Figure 1. Met1 routing.
Scale: 3 px per um. Supply wires on this layer in gray.
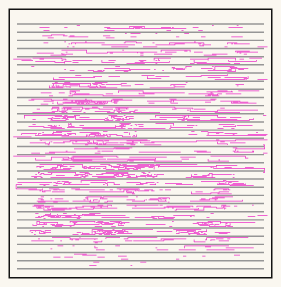
Figure 2. Clock nets.
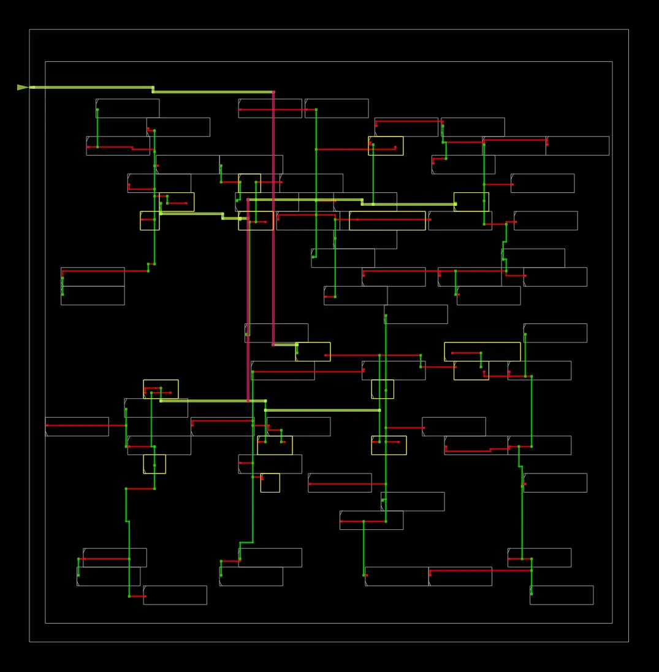
Figure 3. Clock wires, drivers and flops.
Scale: 4 px per um.
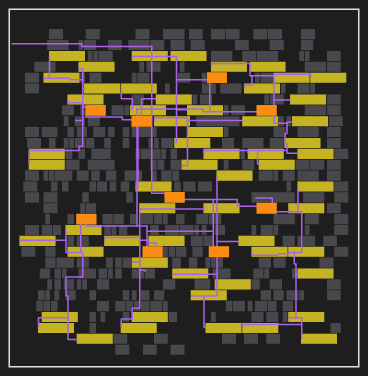
Figure 4. Met3 routing.
Scale: 6 px per um.
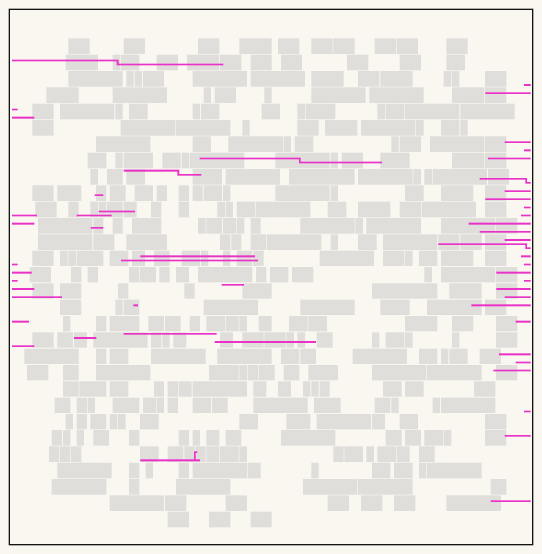
==> config.mk <==
export PLATFORM = sky130hd
export DESIGN_NAME = instruction_loader
export DESIGN_NICKNAME = d
export VERILOG_FILES = /design/src/rtl/instruction_loader.sv
export SDC_FILE = /design/constraint.sdc
export NUM_CORES = 1
export LEC_CHECK = 0
export ABC_CLOCK_PERIOD_IN_PS = 3800
export CAP_MARGIN = 5
export CORE_AREA = 2 2 85 87
export CTS_BUF_LIST = sky130_fd_sc_hd__clkbuf_8
export DETAILED_ROUTE_END_ITERATION = 8
export DIE_AREA = 0 0 87 89
export PLACE_DENSITY_LB_ADDON = 0.1
export SLEW_MARGIN = 25
export SYNTH_ARGS = -nofsm -noshare
export SYNTH_HDL_FRONTEND = slang
export SYNTH_SLANG_ARGS = --single-unit
==> constraint.sdc <==
create_clock -name clk -period 3.8 [get_ports clk]
set_input_delay 0.38 -clock clk [delete_from_list [all_inputs] [get_ports clk]]
set_output_delay 0.38 -clock clk [all_outputs]
set_load 0.005 [all_outputs]
==> flow_results.xml <==
<?xml version="1.0" encoding="UTF-8"?>
<metrics>
  <group name="run_status">
    <metric name="outcome" unit="">finished clean</metric>
  </group>
  <group name="floorplanning">
    <metric name="rows" unit="">30</metric>
    <metric name="die.size.x" unit="um">87</metric>
    <metric name="floorplanUtilization" unit="%">44.1</metric>
  </group>
  <group name="final_layout">
    <metric name="seq_area" unit="mm2">0.00145</metric>
    <metric name="drive_above_1_share" unit="%">13.0</metric>
  </group>
  <group name="power_and_ir_drop">
    <metric name="seq_power_share" unit="%">37.9</metric>
    <metric name="cellPowerDensity" unit="mW/mm2">776</metric>
    <metric name="power.share.combinational" unit="%">41.0</metric>
    <metric name="net-switching-power" unit="mW">1.05</metric>
    <metric name="netSwitchingFraction" unit="%">34.6</metric>
  </group>
  <group name="yosys">
    <metric name="post_synth_instance_area" unit="mm2">0.00296</metric>
    <metric name="synthFlopType" unit="">sky130_fd_sc_hd__dfrtp_1</metric>
    <metric name="mappedNetlistNets" unit="">321</metric>
    <metric name="ys_async_rst_share" unit="%">100</metric>
    <metric name="synth_seq_share" unit="%">49.0</metric>
    <metric name="syn-instance-count" unit="">289</metric>
  </group>
  <group name="timing">
    <metric name="slew_violations" unit="">0</metric>
    <metric name="layout_min_cycle_time" unit="ns">2.73</metric>
    <metric name="fin_tns_setup" unit="ns">0</metric>
    <metric name="fin_crit_sh" unit="%">71.8</metric>
  </group>
  <group name="setup_path">
    <metric name="critPathSlowestCell" unit="">sky130_fd_sc_hd__or4b_4</metric>
    <metric name="critical_path.cell_chain" unit="">inv_1 -&gt; ha_1 -&gt; or4b_4 -&gt; nor3b_4 -&gt; nor2_1 -&gt; clkdlybuf4s50_1</metric>
    <metric name="critPathArrivalTime" unit="ns">2.35</metric>
    <metric name="setup.worst_path.end_class" unit="">output port</metric>
  </group>
  <group name="clock_tree">
    <metric name="h_tree_levels" unit="">3</metric>
    <metric name="cts_root_buf" unit="">sky130_fd_sc_hd__clkbuf_8</metric>
    <metric name="clk_pin_slew" unit="ns">0.07</metric>
  </group>
  <group name="route">
    <metric name="number_of_optimization_iterations_in_the_first_detailed_route_pass" unit="">4</metric>
    <metric name="drt-initial-drc-count" unit="">91</metric>
    <metric name="viasPerCell" unit="">5.50</metric>
  </group>
  <group name="placement">
    <metric name="weighted_congestion_reported_at_the_end_of_routability_driven_placement" unit="">0.831</metric>
    <metric name="buffer_ports.inserted" unit="">67</metric>
  </group>
  <group name="grt">
    <metric name="grt_pass1_vias" unit="">2292</metric>
  </group>
</metrics>
-- Figure 1 (at the start) --
main direction: horizontal
share of all routed wire: 47%
nets with wire on the layer: 328
met1 Track Usage GR: 26.4%
Final Routed Wirelength: 7050 um
via count of the routed design: 2,424

-- Figure 2 (at the start) --
insertion delay at the late pin of the worst-skew pair: 0.34 ns
number of flip-flops and latches: 58
total number of clock tree sinks: 58

-- Figure 3 (at the start) --
[orange] cells driving clock nets | count: 9
[purple] clock wires | length: 810 um
[yellow] flip-flops | count: 58
flops lie: all over the die
routed clock nets: 10
clock group share of total power: 21.1%
clk pwr: 0.644 mW
worst-case clock skew: 0.0133 ns

-- Figure 4 (at the start) --
longest straight run: 22.5 um
wire length on this layer: 352 um
main direction: horizontal
global-route met3 utilization: 5.82%

-- worst max-delay path, delay by kind of cell, from the launching register on --
family,cells,cell delay (ns)
simple gates,3,0.82
flops,1,0.42
buf+inv,2,0.55
fa+ha+maj,1,0.21
-- routing by layer --
layer	GRT usage (%)	wire, um	up-vias
met3	5.82	352	9
li1	-	-	1167
met2	29.3	3260	65
met1	26.4	3330	1183
met5	0	0	-
met4	6.11	105	0
-- cell type report --
class                      instances  share of cell area [%]
sequential                        58                    37.0
multi-input combinational        208                    36.1
timing repair buffer              72                    18.0
clock buffer                       9                    3.16
clock inverter                     7                    2.58
tap                               80                    2.55
inverter                           7                   0.670
-- through the flow --
step                setup slack [ns]  cells  area (um2)  hold WS (ns)
finish                          1.07    441        3920        0.0238
global route                   0.916    441        3920        0.0529
CTS                             1.06    441        3920         0.198
detailed placement              1.46    425        3690         0.501
global placement                1.48    425        3690         0.494
floorplan                       1.76    289        2960        0.0844
-- layout by cell type, fill, tap and decap left out, types with 2 or more instances in the layout --
cell	count
sky130_fd_sc_hd__a21o_1	2
sky130_fd_sc_hd__a21oi_1	11
sky130_fd_sc_hd__a22oi_1	8
sky130_fd_sc_hd__a31o_2	2
sky130_fd_sc_hd__and2_1	2
sky130_fd_sc_hd__and3_1	4
sky130_fd_sc_hd__and4_1	2
sky130_fd_sc_hd__buf_4	6
sky130_fd_sc_hd__bufinv_16	2
sky130_fd_sc_hd__clkbuf_8	9
sky130_fd_sc_hd__clkdlybuf4s50_1	66
sky130_fd_sc_hd__clkinv_4	2
sky130_fd_sc_hd__clkinvlp_4	2
sky130_fd_sc_hd__dfrtp_1	58
sky130_fd_sc_hd__ha_1	4
sky130_fd_sc_hd__inv_1	7
sky130_fd_sc_hd__mux2_4	14
sky130_fd_sc_hd__nand2_1	28
sky130_fd_sc_hd__nand3_1	7
sky130_fd_sc_hd__nor2_1	32
sky130_fd_sc_hd__nor3_1	8
sky130_fd_sc_hd__nor3b_1	2
sky130_fd_sc_hd__nor4_1	4
sky130_fd_sc_hd__o2111ai_1	2
sky130_fd_sc_hd__o211ai_1	5
sky130_fd_sc_hd__o21ai_0	17
sky130_fd_sc_hd__o221ai_1	6
sky130_fd_sc_hd__o22ai_1	3
sky130_fd_sc_hd__o2bb2ai_1	2
sky130_fd_sc_hd__or3_1	2
sky130_fd_sc_hd__or4_1	2
sky130_fd_sc_hd__xor2_1	20
-- power groups by stage --
stage	Sequential [mW]	Combinational [mW]	Clock, mW
after floorplan	1.12	0.708	0
after global placement	1.15	1.24	0
after detailed placement	1.16	1.26	0
after CTS	1.15	1.26	0.661
after global routing	1.20	1.39	0.685
final	1.15	1.25	0.644
-- logic make-up (layout without fill, tap and decap cells) --
logic type               Yosys count  after routing  share of synthesized area, %
buffers and inverters             23             95                          3.42
AND/OR/NAND/NOR                  105            105                          17.9
AND-OR/OR-AND                     62             62                          13.9
XOR/XNOR                          20             20                          5.91
flip-flops                        58             58                          49.0
multiplexers                      17             17                          8.19
adder cells (fa/ha/maj)            4              4                          1.69
Power figures rest on the tool's default switching activity, not on a simulated workload.
